## src/rtl/bnn_eval_sequencer.sv

```systemverilog
// bnn_eval_sequencer: clocked engine that streams testcases into a BNN classifier and scores predictions.
// Define BNN_EVAL_CONFUSION_EN to build the label x prediction confusion counters.
module bnn_eval_sequencer #(
    parameter int FEAT_CNT      = 19,
    parameter int FEAT_BITS     = 4,
    parameter int CLASS_CNT     = 3,
    parameter int TEST_CNT      = 1000,
    parameter int SETTLE_CYCLES = 4,
    localparam int CW = $clog2(CLASS_CNT),
    localparam int AW = (TEST_CNT > 1) ? $clog2(TEST_CNT) : 1,
    localparam int NW = $clog2(TEST_CNT + 1)
) (
    input  logic                          clk,
    input  logic                          rst,
    input  logic                          start,
    output logic [AW-1:0]                 mem_addr,
    input  logic [FEAT_CNT*FEAT_BITS-1:0] mem_feat,
    input  logic [CW-1:0]                 mem_label,
    output logic [FEAT_CNT*FEAT_BITS-1:0] features,
    input  logic [CW-1:0]                 prediction,
    output logic                          busy,
    output logic                          done,
    output logic                          res_valid,
    output logic [AW-1:0]                 res_idx,
    output logic [CW-1:0]                 res_pred,
    output logic                          res_hit,
    output logic [NW-1:0]                 correct_cnt,
    output logic [NW-1:0]                 invalid_cnt,
    input  logic [2*CW-1:0]               conf_sel,
    output logic [NW-1:0]                 conf_count
);
    localparam int SW = (SETTLE_CYCLES > 1) ? $clog2(SETTLE_CYCLES) : 1;
    localparam logic [CW:0] CC = (CW + 1)'(CLASS_CNT);
    localparam logic [AW-1:0] LAST = AW'(TEST_CNT - 1);

    typedef enum logic [2:0] {IDLE, FETCH, LOAD, SETTLE, CAPTURE, DONE} state_t;
    state_t state;
    logic [SW-1:0] scnt;
    logic [CW-1:0] label;
    logic pred_bad, pred_hit;

    assign pred_bad = {1'b0, prediction} >= CC;
    assign pred_hit = !pred_bad && prediction == label;

    // mem_addr doubles as the testcase index; the result is sampled on the last settle edge
    always_ff @(posedge clk) begin
        if (rst) begin
            state       <= IDLE;
            mem_addr    <= '0;
            features    <= '0;
            label       <= '0;
            scnt        <= '0;
            busy        <= 1'b0;
            done        <= 1'b0;
            res_valid   <= 1'b0;
            res_idx     <= '0;
            res_pred    <= '0;
            res_hit     <= 1'b0;
            correct_cnt <= '0;
            invalid_cnt <= '0;
        end else begin
            res_valid <= 1'b0;
            case (state)
                IDLE, DONE: if (start) begin
                    correct_cnt <= '0;
                    invalid_cnt <= '0;
                    mem_addr    <= '0;
                    busy        <= 1'b1;
                    done        <= 1'b0;
                    state       <= FETCH;
                end
                FETCH: state <= LOAD;
                LOAD: begin
                    features <= mem_feat;
                    label    <= mem_label;
                    scnt     <= SW'(SETTLE_CYCLES - 1);
                    state    <= SETTLE;
                end
                SETTLE: if (scnt == '0) begin
                    res_valid   <= 1'b1;
                    res_idx     <= mem_addr;
                    res_pred    <= prediction;
                    res_hit     <= pred_hit;
                    correct_cnt <= correct_cnt + NW'(pred_hit);
                    invalid_cnt <= invalid_cnt + NW'(pred_bad);
                    state       <= CAPTURE;
                end else begin
                    scnt <= scnt - 1'b1;
                end
                CAPTURE: if (mem_addr == LAST) begin
                    busy  <= 1'b0;
                    done  <= 1'b1;
                    state <= DONE;
                end else begin
                    mem_addr <= mem_addr + 1'b1;
                    state    <= FETCH;
                end
                default: state <= IDLE;
            endcase
        end
    end

`ifdef BNN_EVAL_CONFUSION_EN
    logic [NW-1:0] cell [CLASS_CNT][CLASS_CNT];
    logic [CW-1:0] sel_l, sel_p;
    logic clr, smp;
    assign clr   = start && (state == IDLE || state == DONE);
    assign smp   = state == SETTLE && scnt == '0;
    assign sel_l = conf_sel[2*CW-1:CW];
    assign sel_p = conf_sel[CW-1:0];
    always_ff @(posedge clk)
        for (int l = 0; l < CLASS_CNT; l++)
            for (int p = 0; p < CLASS_CNT; p++)
                if (rst || clr) cell[l][p] <= '0;
                else if (smp && !pred_bad && label == CW'(l) && prediction == CW'(p)) cell[l][p] <= cell[l][p] + 1'b1;
    assign conf_count = ({1'b0, sel_l} < CC && {1'b0, sel_p} < CC) ? cell[sel_l][sel_p] : '0;
`else
    logic unused_conf;
    assign unused_conf = ^conf_sel;
    assign conf_count  = '0;
`endif
endmodule
```

## config.mk

```make
export PLATFORM = sky130hd
export DESIGN_NAME = bnn_eval_sequencer
export DESIGN_NICKNAME = d
export VERILOG_FILES = /design/src/rtl/bnn_eval_sequencer.sv
export SDC_FILE = /design/constraint.sdc
export NUM_CORES = 1
export LEC_CHECK = 0
export CAP_MARGIN = 40
export CORE_MARGIN = 8
export CORE_UTILIZATION = 30
export DETAILED_ROUTE_END_ITERATION = 12
export HOLD_SLACK_MARGIN = 0.05
export SETUP_SLACK_MARGIN = 0.3
export SLEW_MARGIN = 20
export SYNTH_ARGS = -nofsm -noshare
export SYNTH_HDL_FRONTEND = slang
export SYNTH_SLANG_ARGS = --single-unit
```

## constraint.sdc

```tcl
create_clock -name clk -period 2.51 [get_ports clk]
set_input_delay 0.502 -clock clk [delete_from_list [all_inputs] [get_ports clk]]
set_output_delay 0.502 -clock clk [all_outputs]
set_load 0.02 [all_outputs]
```

**Metal layers overlaid**

Drawn at 2 px/um.
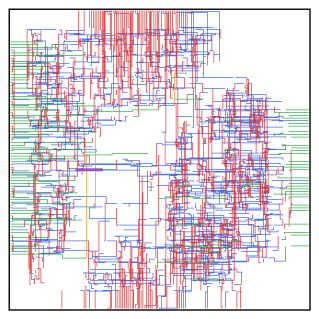
metal 4: drawn in orange, wire length 123 um. metal 1: drawn in blue, wire length 7170 um. metal 3: drawn in green, wire length 1800 um. metal 5: drawn in purple, wire length 12.0 um. metal 2: drawn in red, wire length 8080 um.

**M3 wires**

Drawn at 2 px/um.
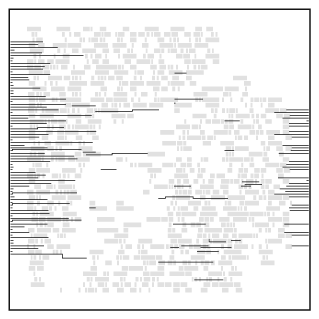
The longest straight run is 42.5 um. The wires run mostly horizontal. The layer carries 1800 um of wire.

==> results.cfg <==
; generated from flow reports
[placement]
gp_congestion = 0.7763
place_area_sq_um = 7599
place_ws_ns = -0.2017

[clock_tree]
cts_made_buffers = 17
cts_hold_buf = 0
cts_sinks = 129

[cells_and_area]
area_growth_pct = 54.53
diodes = 0

[setup_path]
startpoint_type = flop
critPathMaxFanout = 8
endpoint_kind = primary output

[sta]
maxSlewHeadroom_pct = 54.10

[power_and_ir_drop]
power_density_nw_per_um2 = 726.8
cellLeakagePower_nw = 2.881

[floorplan]
io_pins = 219
core-area_sq_um = 17720
dieArea_sq_um = 22370
num_rows = 49

[logic_synthesis]
top_area_share_pct = 48.25
ys_warn_count = 0
postSynthAreaPerCell_sq_um = 7.989
most_common_cell = nand2_1
ys_dominant_reg_cell = dfxtp_1

[route]
drt_iter0_drc = 333
ant_nets = 0

[status]
run_status = completed

[grt]
grt_usage_pct = 15.17
**Track usage over the die**

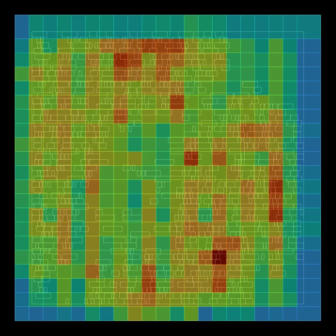
M1 GR Usage: 18.00%
fin util: 46.68%

**Routed clock nets over the placement**

Drawn at 2 px/um.
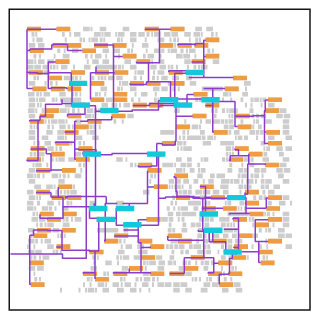
flip-flops: drawn in orange, count 129. clock drivers: drawn in cyan, count 17. clock wires: drawn in purple, length 1890 um.
Position of the flops: spread over the die.
Clk pwr share: 46.4%
Latency at later pin: 0.42 ns
clk_skew: 0.01948 ns
clk pwr: 2.79 mW

worst min-delay path, delay by kind of cell, from the launching register on:
kind | cells | cell delay, ns
flip-flops | 1 | 0.31
AND/OR/NAND/NOR | 1 | 0.05
AND-OR/OR-AND | 1 | 0.05
kinds of logic (layout without fill, tap and decap cells):
group	Yosys count	count (layout)	share of synthesized area, %
compound gates	166	166	18.37
mux	1	1	0.1870
flops	129	129	48.25
other cells	1	10	0.07006
xor+xnor	1	1	0.1637
buf+inv	64	261	6.054
simple gates	300	300	25.06
fa+ha+maj	8	8	1.847
what timing repair did:
action	4_1_cts	5_1_grt
endpoints found under the setup margin	1	3
pin swaps	0	1
gates resized	1	3
state kept, by name, summed over array words and instances (netlist names):
register and count:
busy 1, done 1, state 3, invalid_cnt 10, correct_cnt 10, scnt 2, res_hit 1, res_idx 10
features 76, res_pred 2, res_valid 1, mem_addr 10, label 2
layer usage:
layer | global-route usage (%) | share of wire [%] | vias to the layer above
li1 | - | - | 2672
met4 | 3.786 | 0.72 | 2
met3 | 7.953 | 10 | 11
met2 | 23.63 | 47 | 157
met5 | 0 | 0.064 | -
met1 | 18.00 | 42 | 2451
placed cells by master (no fill, tap or decap), types with 2 or more instances in the layout:
cell type / synthesis / routed
nand2_1: 206 / 206
clkdlybuf4s50_1: 0 / 202
dfxtp_1: 129 / 128
a21oi_1: 106 / 106
nor2_1: 22 / 22
nand3_1: 19 / 19
clkbuf_16: 0 / 17
buf_4: 11 / 16
o21ai_0: 11 / 11
conb_1: 1 / 10
a31oi_1: 8 / 8
nor3_1: 10 / 8
a311oi_1: 8 / 8
inv_1: 7 / 7
or4_1: 7 / 7
ha_1: 7 / 7
o31ai_1: 6 / 6
bufinv_16: 0 / 5
and2_1: 4 / 4
nand4_1: 4 / 4
and3_1: 4 / 4
or3_1: 4 / 4
a32oi_1: 4 / 4
clkinv_4: 0 / 4
o21a_1: 3 / 3
a211oi_1: 3 / 3
buf_12: 0 / 3
or3b_1: 2 / 2
o41ai_1: 2 / 2
a2111oi_0: 2 / 2
nor3_2: 1 / 2
nor2b_1: 2 / 2
nand3b_1: 2 / 2
o211ai_1: 2 / 2
o211a_1: 2 / 2
clkinvlp_4: 0 / 2
inv_6: 0 / 2
power by group:
part	total [mW]	internal, mW	switching [mW]
clock	2.79	1.81	0.982
sequential	2.25	2.17	0.0788
combinational	0.976	0.432	0.544
total	6.01	4.41	1.60
metrics by stage:
stage               setup TNS [ns]  total power [mW]  util, %  hold WS [ns]
global route                     0             6.303    46.68        0.4655
global placement           -0.4491             3.276    42.89        0.4401
floorplan                        0             2.814        -        0.4495
detailed placement         -0.5569             3.280    42.89        0.4457
finish                           0             6.012    46.68        0.4508
CTS                              0             6.109    46.65        0.4535
final cells by class:
class,count,area [sq um],area share (%)
Multi-Input combinational cell,486,2496,30.18
Clock inverter,14,229.0,2.768
Sequential cell,129,2584,31.24
Timing Repair Buffer,222,2211,26.73
Clock buffer,18,439.2,5.309
Inverter,7,26.28,0.3177
Tap cell,229,286.5,3.464
Power and IR drop assume default switching activity.
